**Sequential cells colored by netlist name**

Other sequential cells in the stronger gray, the rest of the logic in the fainter gray.
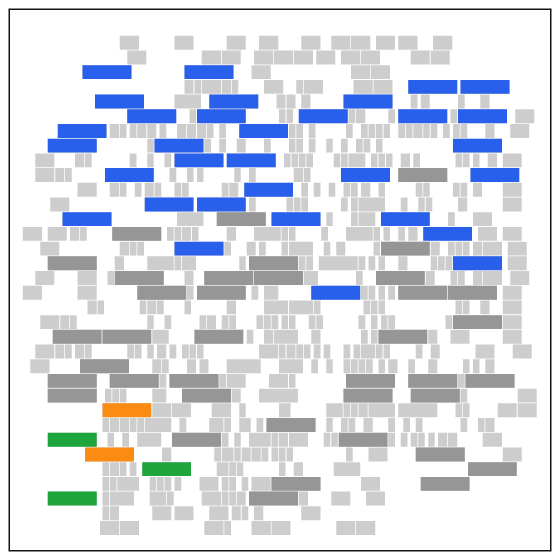
**Logic cells by family**

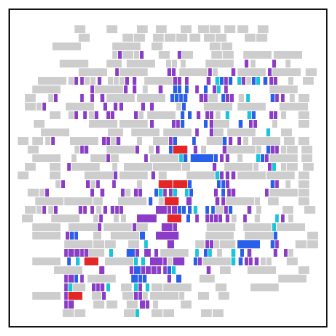
**Congestion heat map**

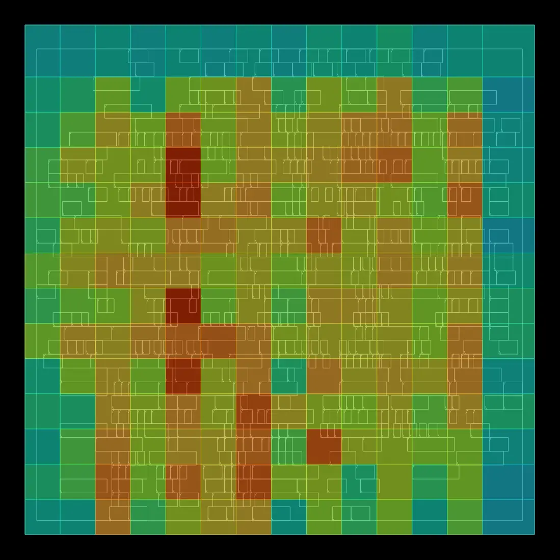
**The metal 2 layer**

Cells faint in the background.
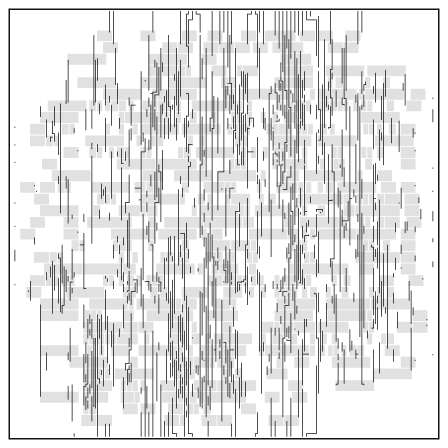
[src/rtl/two_channel_data_fetch.sv]
// Two-channel ROM fetch engine: issues four reads per block to a pair of
// ROM channels, packs the four returned bytes of each channel into a 2x2
// matrix word, and hands both matrices downstream with a valid/ready
// handshake. NUM_BLOCKS blocks are fetched per start request.
module two_channel_data_fetch #(
   parameter int NUM_BLOCKS  = 2,
   parameter int BLOCK_WORDS = 4
) (
   input  logic        I_sys_clk,
   input  logic        I_sys_rstn,
   input  logic        I_start,
   input  logic        I_matrix_ready,
   input  logic [7:0]  I_data_from_channelA,
   input  logic [7:0]  I_data_from_channelB,
   input  logic        I_two_channel_data_valid,
   output logic        O_rom_ena,
   output logic [2:0]  O_addr,
   output logic [31:0] O_matrix_A,
   output logic [31:0] O_matrix_B,
   output logic        O_matrix_valid,
   output logic        O_busy,
   output logic        O_done
);

   localparam logic [2:0] IDLE    = 3'd0;
   localparam logic [2:0] ISSUE   = 3'd1;
   localparam logic [2:0] DRAIN   = 3'd2;
   localparam logic [2:0] PRESENT = 3'd3;
   localparam logic [2:0] DONE    = 3'd4;

   localparam logic [1:0] LAST_WORD  = 2'(BLOCK_WORDS - 1);
   localparam logic       LAST_BLOCK = 1'(NUM_BLOCKS - 1);

   logic [2:0]  state_reg, state_next;
   logic        block_reg, block_next;
   logic [1:0]  issue_cnt_reg, issue_cnt_next;
   logic [1:0]  word_cnt_reg, word_cnt_next;
   logic [2:0]  addr_reg, addr_next;
   logic [31:0] mat_a_reg, mat_b_reg;
   logic        capture;

   // ROM data only counts while a block is in flight; stray valids elsewhere
   // must never touch the packed matrices.
   assign capture = I_two_channel_data_valid && ((state_reg == ISSUE) || (state_reg == DRAIN));

   // Next-state, address and counter sequencing.
   always_comb begin
      state_next     = state_reg;
      block_next     = block_reg;
      issue_cnt_next = issue_cnt_reg;
      word_cnt_next  = word_cnt_reg;
      addr_next      = addr_reg;
      if (capture) begin
         word_cnt_next = word_cnt_reg + 2'd1;
      end
      case (state_reg)
         IDLE: begin
            if (I_start) begin
               state_next     = ISSUE;
               block_next     = 1'b0;
               issue_cnt_next = 2'd0;
               word_cnt_next  = 2'd0;
               addr_next      = 3'd0;
            end
         end
         ISSUE: begin
            if (issue_cnt_reg == LAST_WORD) begin
               // Address stays on the last word issued until the next block.
               state_next = DRAIN;
            end else begin
               issue_cnt_next = issue_cnt_reg + 2'd1;
               addr_next      = addr_reg + 3'd1;
            end
         end
         DRAIN: begin
            if (capture && (word_cnt_reg == LAST_WORD)) begin
               state_next = PRESENT;
            end
         end
         PRESENT: begin
            if (I_matrix_ready) begin
               if (block_reg == LAST_BLOCK) begin
                  state_next = DONE;
               end else begin
                  state_next     = ISSUE;
                  block_next     = block_reg + 1'b1;
                  issue_cnt_next = 2'd0;
                  word_cnt_next  = 2'd0;
                  addr_next      = {block_reg + 1'b1, 2'b00};
               end
            end
         end
         DONE: begin
            state_next = IDLE;
         end
         default: begin
            state_next = IDLE;
         end
      endcase
   end

   // Control state registers.
   always_ff @(posedge I_sys_clk or negedge I_sys_rstn) begin
      if (!I_sys_rstn) begin
         state_reg     <= IDLE;
         block_reg     <= 1'b0;
         issue_cnt_reg <= 2'd0;
         word_cnt_reg  <= 2'd0;
         addr_reg      <= 3'd0;
      end else begin
         state_reg     <= state_next;
         block_reg     <= block_next;
         issue_cnt_reg <= issue_cnt_next;
         word_cnt_reg  <= word_cnt_next;
         addr_reg      <= addr_next;
      end
   end

   // Word k lands in byte lane (3-k), so the first word ends up in [31:24];
   // for a 2-bit counter, 3-k is simply the bitwise inverse of k.
   always_ff @(posedge I_sys_clk or negedge I_sys_rstn) begin
      if (!I_sys_rstn) begin
         mat_a_reg <= 32'd0;
         mat_b_reg <= 32'd0;
      end else if (capture) begin
         mat_a_reg[{~word_cnt_reg, 3'b000} +: 8] <= I_data_from_channelA;
         mat_b_reg[{~word_cnt_reg, 3'b000} +: 8] <= I_data_from_channelB;
      end
   end

   assign O_rom_ena      = (state_reg == ISSUE);
   assign O_addr         = addr_reg;
   assign O_matrix_A     = mat_a_reg;
   assign O_matrix_B     = mat_b_reg;
   assign O_matrix_valid = (state_reg == PRESENT);
   assign O_busy         = (state_reg != IDLE);
   assign O_done         = (state_reg == DONE);

endmodule

[config.mk]
export PLATFORM = sky130hd
export DESIGN_NAME = two_channel_data_fetch
export DESIGN_NICKNAME = d
export VERILOG_FILES = /design/src/rtl/two_channel_data_fetch.sv
export SDC_FILE = /design/constraint.sdc
export NUM_CORES = 1
export LEC_CHECK = 0
export ABC_AREA = 1
export CORE_MARGIN = 2
export CORE_UTILIZATION = 40
export DETAILED_ROUTE_END_ITERATION = 8
export PLACE_DENSITY = 0.67
export SLEW_MARGIN = 25
export SYNTH_ARGS = -nofsm -noshare
export SYNTH_HDL_FRONTEND = slang
export SYNTH_SLANG_ARGS = --single-unit
[constraint.sdc]
create_clock -name I_sys_clk -period 2.8 [get_ports I_sys_clk]
set_input_delay 0.56 -clock I_sys_clk [delete_from_list [all_inputs] [get_ports I_sys_clk]]
set_output_delay 0.56 -clock I_sys_clk [all_outputs]
set_load 0.05 [all_outputs]
==> run notes <==
Results of the implementation run.

The synthesized instance count is 464. The xor/xnor share of the synthesized area is 0.238%. In the post-synthesis netlist, the cell with the most instances is sky130_fd_sc_hd__nand2_1. The die is 99.9 µm tall. The required time of the critical path is 2240 ps.

The number of filler instances in the final layout came out at 836. The flow reports that the clock network draws 14.7% of the design power. met2 is the most crowded layer. In this run the worst setup path terminates at O_rom_ena.

For reference, the clock transition at the flip-flops on the worst setup and hold paths is 80 ps. Post-CTS repair ended up resizing 0 cells. The H-tree depth is 3. On the final layout, the worst hold slack is 202 ps. Yosys reported that registers with async set or reset make up 100%. From synthesis to final layout, the design area changed by 29.5%. Per the timing report, the most critical flop-to-flop path finishes at O_matrix_A[0].

The multiplexer share of the synthesized area is 0%. The synthesized-area fraction occupied by adder cells is 2.38%. The buffer and inverter count on the worst path came out at 3. The most used flip-flop cell after synthesis is sky130_fd_sc_hd__dfrtp_1. The reg-to-reg setup timing slack came out at 470 ps.

Once iteration 0 of detailed routing completed, the report listed 205 DRC markers. The first-pass iteration count of the detailed router is 6. The timing report attributes the biggest portion of critical-path delay to buffers and inverters. The design has 75 sequential cells. The report counts max-capacitance violations totalling 0. The number of signal-net buffers in the layout came out at 93.

The maximum root-to-sink buffer count is 2. The total net switching power came out at 2.72 mW. The most common logic cells in the final layout are 174 x sky130_fd_sc_hd__nand2_1, 90 x sky130_fd_sc_hd__clkdlybuf4s50_1, 75 x sky130_fd_sc_hd__dfrtp_1. The count of non-filler cells in the finished layout came out at 658. Timing analysis after detailed placement gives a worst setup slack of 489 ps. The number of input and output port buffers inserted came out at 91.

By area, the class that comes first in the final layout consists of flip-flops and latches. The inverter count came out at 33. The width of the chip is 99.9 µm.

Summed over all instances, the cell type with the most area after synthesis is sky130_fd_sc_hd__dfrtp_1. The routed design shows a wire length per standard cell of 14.1 µm. Per the CTS log, the root buffer master is sky130_fd_sc_hd__clkbuf_8. The post-route standard cell area excluding fillers is 4760 µm².

The layout contains a multi-input combinational cell count of 333. The flow ran to the end, and the final reports show no timing, DRC or antenna violations. The synthesis run identifies the leading combinational cell family as simple AND/OR/NAND/NOR gates. The layout report gives the multi-input gate share of total cell area as 31.9%. The average cell area after synthesis came out at 7.93 µm². The initial antenna violation count is 0. Setup repair after global routing left no endpoint under its margin. The remaining design rule violation count came out at 0. Once placement completed, the tool counted placed cells totaling 642. The detailed router put a total of 4.53 mm of wire on met1. The post-route netlist has 6.00% of its cells at a drive strength greater than 1. The amount of wire on met2 after detailed routing came out at 4.23 mm. The cell-mix breakdown from Yosys lists the simple-gate area share as 29.3%. The critical path class is flop to primary output. The power consumed by combinational cells came out at 2.91 mW. The peak clock frequency supported by timing is 0.394 GHz. The clock skew after layout is 11.2 ps. The highest cell delay on the worst timing path is 800 ps. In this run the standard cell core region covers 8810 µm².

In the final layout, non-clock buffers account for 19.5% of the cell area. The total count of max-transition violations in the final report is 0. The total placed instance area is 4580 µm². The class of the most critical hold timing path is input pin to asynchronous set/reset pin.

The final antenna diode tally reported by the flow is 0. The count of cell instances traversed by the critical path is 4. In this run, power in the clock network comes to 776 µW. The routability-driven placement congestion ratio came out at 0.786.

CTS saw 75 sinks. Combinational logic burns 55.1% of the power.
About 'sequential cells colored by netlist name':
O_addr: drawn in green, placed flops 3. issue_cnt_reg: drawn in orange, placed flops 2. O_matrix_A: drawn in blue, placed flops 32.

About 'logic cells by family':
nor cells: drawn in blue, cells 64. fa/ha/maj cells: drawn in red, cells 7. inv cells: drawn in cyan, cells 33. nand cells: drawn in purple, cells 192.

About 'congestion heat map':
overall fraction of global-route tracks in use: 19.4%
fin util: 54.1%
met2 Track Usage GR: 30.0%
routing usage on met3: 3.90%

About 'the metal 2 layer':
436 nets have wire on it. The layer holds 46% of the routed length. The layer carries 4230 µm of wire.

No activity file was given, so power comes from the tool's default toggle rates.
